run_1/m3.png
The bar under the picture is 20 µm long.
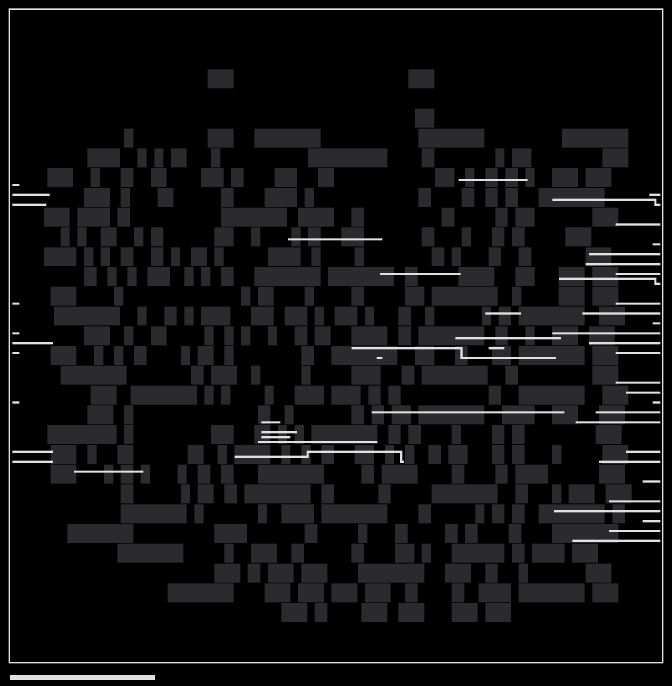
run_1/m1.png
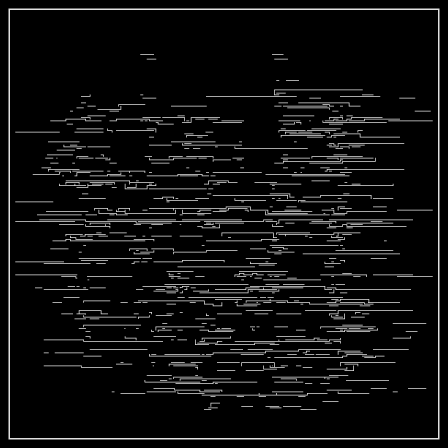
run_1/congestion_map.png
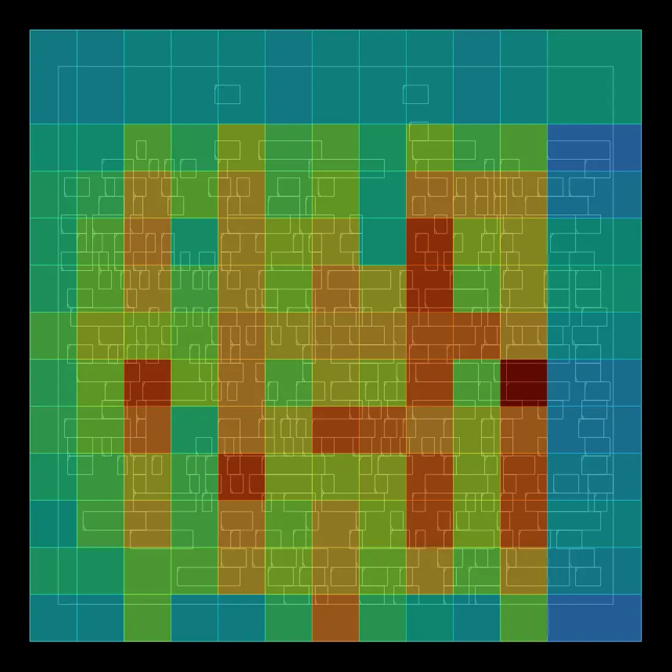
run_1/m2.png
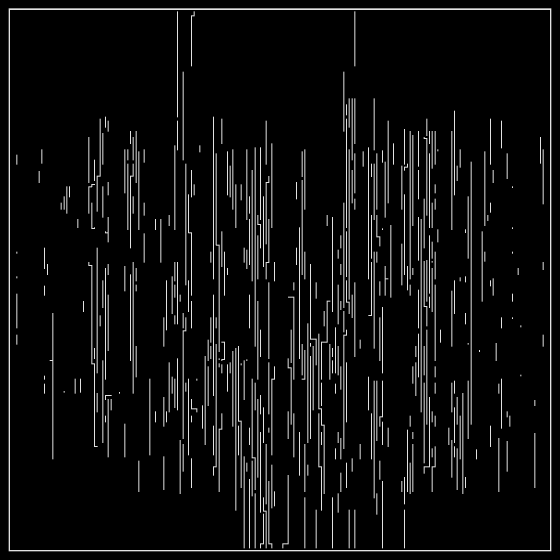
==> config.mk <==
export PLATFORM = sky130hd
export DESIGN_NAME = serial_shifter_flat
export DESIGN_NICKNAME = d
export VERILOG_FILES = /design/src/rtl/serial_shifter_if.sv /design/src/rtl/serial_shifter.sv /design/src/flat_wrapper.sv
export SDC_FILE = /design/constraint.sdc
export NUM_CORES = 1
export LEC_CHECK = 0
export ABC_AREA = 1
export CELL_PAD_IN_SITES_DETAIL_PLACEMENT = 1
export CELL_PAD_IN_SITES_GLOBAL_PLACEMENT = 2
export CORE_MARGIN = 4
export CORE_UTILIZATION = 29
export CTS_CLUSTER_SIZE = 24
export DETAILED_ROUTE_END_ITERATION = 7
export GPL_TIMING_DRIVEN = 0
export PLACE_DENSITY = 0.94
export SLEW_MARGIN = 40
export SYNTH_ARGS = -nofsm -noshare
export SYNTH_HDL_FRONTEND = slang
export SYNTH_SLANG_ARGS = --single-unit
export TNS_END_PERCENT = 30
==> constraint.sdc <==
create_clock -name clk -period 2.5 [get_ports clk]
set_clock_uncertainty 0.2 [all_clocks]
set_input_delay 0.25 -clock clk [delete_from_list [all_inputs] [get_ports clk]]
set_output_delay 0.25 -clock clk [all_outputs]
set_load 0.03 [all_outputs]
==> flow_metrics.tcl, run 1 <==
# yosys + openroad results
set metrics [dict create \
    placedCellCount 370 \
    ys_async_sr_fraction 1.00 \
    remaining_drc_errors 0 \
    diodes 0 \
    dominant_flop_cell "sky130_fd_sc_hd__dfrtp_1" \
    drtIter0Drc 111 \
    vias_in_the_first_global_route 2050 \
    worst_path_class_setup "in -> reg" \
    clkPwrFrac 0.126 \
    netlist.top_cell.by_instances "sky130_fd_sc_hd__inv_1" \
    comb_power_share 0.626 \
    dieWidth_um 89.7 \
    synth.mux.area_fraction 0 \
    clk_latency_ns 0.29 \
    xor_share 0.0136 \
    layout-drive-gt1-share 0.142 \
    synth.cellmix.adderShare 0.0323 \
    postCtsResizedCells 0 \
    crit_chain "clkdlybuf4s50_1 > inv_1 > ha_1 > inv_1 > ha_1 > inv_1 > o21ai_0 > nand2_1 > nand2_1 > nor2_2 > nand3_1 > nand2_2 > inv_1 > nand2_1" \
    run_status "finished clean" \
    netlist_logic_family_top "AND-OR/OR-AND gates" \
]
Back to the opening pictures, m3.png:
main direction: horizontal
nets with wire on the layer: 48
wire length on this layer: 395 µm
longest straight run: 26.2 µm
share of all routed wire: 6.6%
total via count in the routed design: 1905
detailed-route wire length: 6.01 mm
GR Layer Usage met3: 0.0365

Back to the opening pictures, m1.png:
wire length on this layer: 2790 µm
main direction: horizontal
longest straight run: 22.1 µm
nets with wire on the layer: 294
share of all routed wire: 46%
GR Layer Usage met1: 0.213

Back to the opening pictures, congestion_map.png:
met2 capacity usage during global routing: 0.271
wire length per cell after detailed routing: 15.9 µm
GRT Total Usage: 0.161
post-layout utilization of the core: 0.420

Back to the opening pictures, m2.png:
wire length on this layer: 2770 µm
nets with wire on the layer: 291

-- run 1: routing by layer --
| layer | track usage | part of all wire |
|---|---|---|
| met4 | 0.0325 | 0.0083 |
| met5 | 0 | 0 |
| met3 | 0.0365 | 0.066 |
| met1 | 0.213 | 0.46 |
| met2 | 0.271 | 0.46 |
-- run 1: area by class of cell --
class | count | area [µm²] | share of cell area
multi-input cells | 153 | 903 | 0.335
inverters | 43 | 161 | 0.0599
flip-flops and latches | 32 | 802 | 0.298
clock inverters | 2 | 35.0 | 0.0130
plain buffers | 11 | 68.8 | 0.0255
clock buffers | 6 | 72.6 | 0.0269
well taps | 77 | 96.3 | 0.0357
repair buffers | 55 | 556 | 0.206
## Run 2: what changed since run 1
Settings changed: CORE_UTILIZATION 29 to 24, PLACE_DENSITY 0.94 to 0.85.
Clock period 2.5 ns to 1.87 ns, I/O delays scaled along.
==> flow_metrics.tcl, run 2 <==
# yosys + openroad results
set metrics [dict create \
    run_status "finished clean" \
    remaining_drc_errors 0 \
    vias_in_the_first_global_route 2046 \
    crit_chain "clkdlybuf4s50_1" \
    dieWidth_um 97.8 \
    layout-drive-gt1-share 0.165 \
    detailed_routing_wirelength_on_met1_mm 2.80 \
    postCtsResizedCells 4 \
    route.met2.wl_mm 2.72 \
    layout.area.seq_um2 802 \
    comb_power_share 0.616 \
    clk_latency_ns 0.28 \
    routedWlPerCell_um 14.3 \
    nonClockBufferCount 67 \
    logic_gate_count 153 \
    diodes 0 \
    dominant_flop_cell "sky130_fd_sc_hd__dfrtp_1" \
    non_clock_buffer_area_share 0.228 \
    globalRouteMet3Util 0.0300 \
    synth.mux.area_fraction 0 \
    netlist_logic_family_top "AND-OR/OR-AND gates" \
    sequential_share_of_cell_area 0.292 \
    nFlopsAndLatches 32 \
    met3WireLength_um 231 \
    final_core_utilization 0.354 \
]
run 2: cell types whose count changed in the layout (fill, tap and decap cells not counted), sizes merged:
cell / change
clkdlybuf4s50: -3
clkbuf: +2
buf: +1
clkinv: -1
dlygate4sd2: +1
dlymetal6s2s: +1
run 2: kinds of logic (layout without fill, tap and decap cells):
group	Yosys count	count (layout)
flops	32	32
xor+xnor	3	3
fa+ha+maj	5	5
compound gates	92	92
simple gates	53	53
buf+inv	54	118
run 2: through the flow:
step,cell area (µm²),hold WS (ns),cells
final,2750,0.209,405
after global routing,2750,0.243,405
after CTS,2750,0.224,405
after detailed placement,2600,-0.0138,395
after global placement,2590,0.295,394
after floorplan,1940,-0.309,239
run_2/m1.png
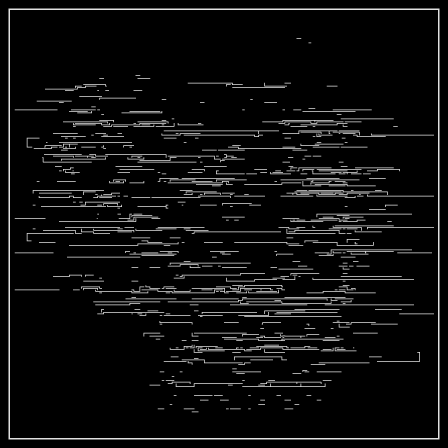
longest straight run: 26.2 µm
wire length on this layer: 2800 µm
share of all routed wire: 48%
main direction: horizontal
total via count in the routed design: 1855
detailed-route wire length: 5.79 mm
GR Layer Usage met1: 0.171

run_2/congestion_map.png
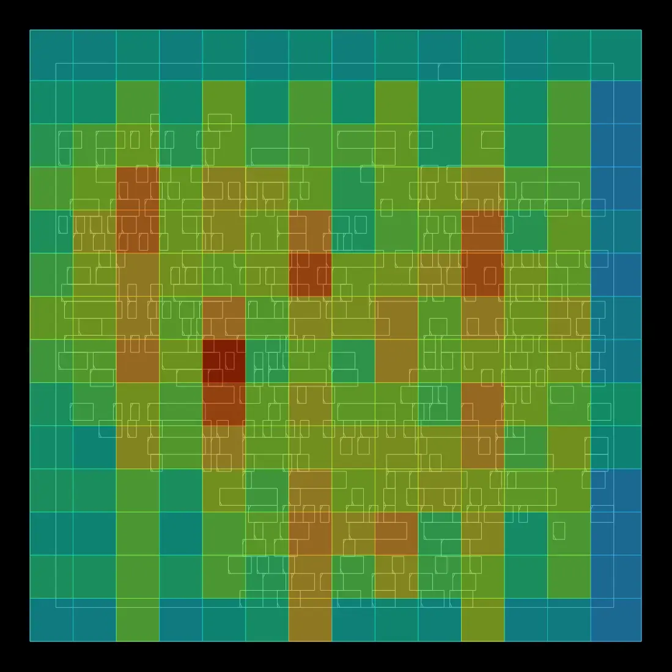
Most Used Layer, Global Route: met2
GRT Total Usage: 0.126

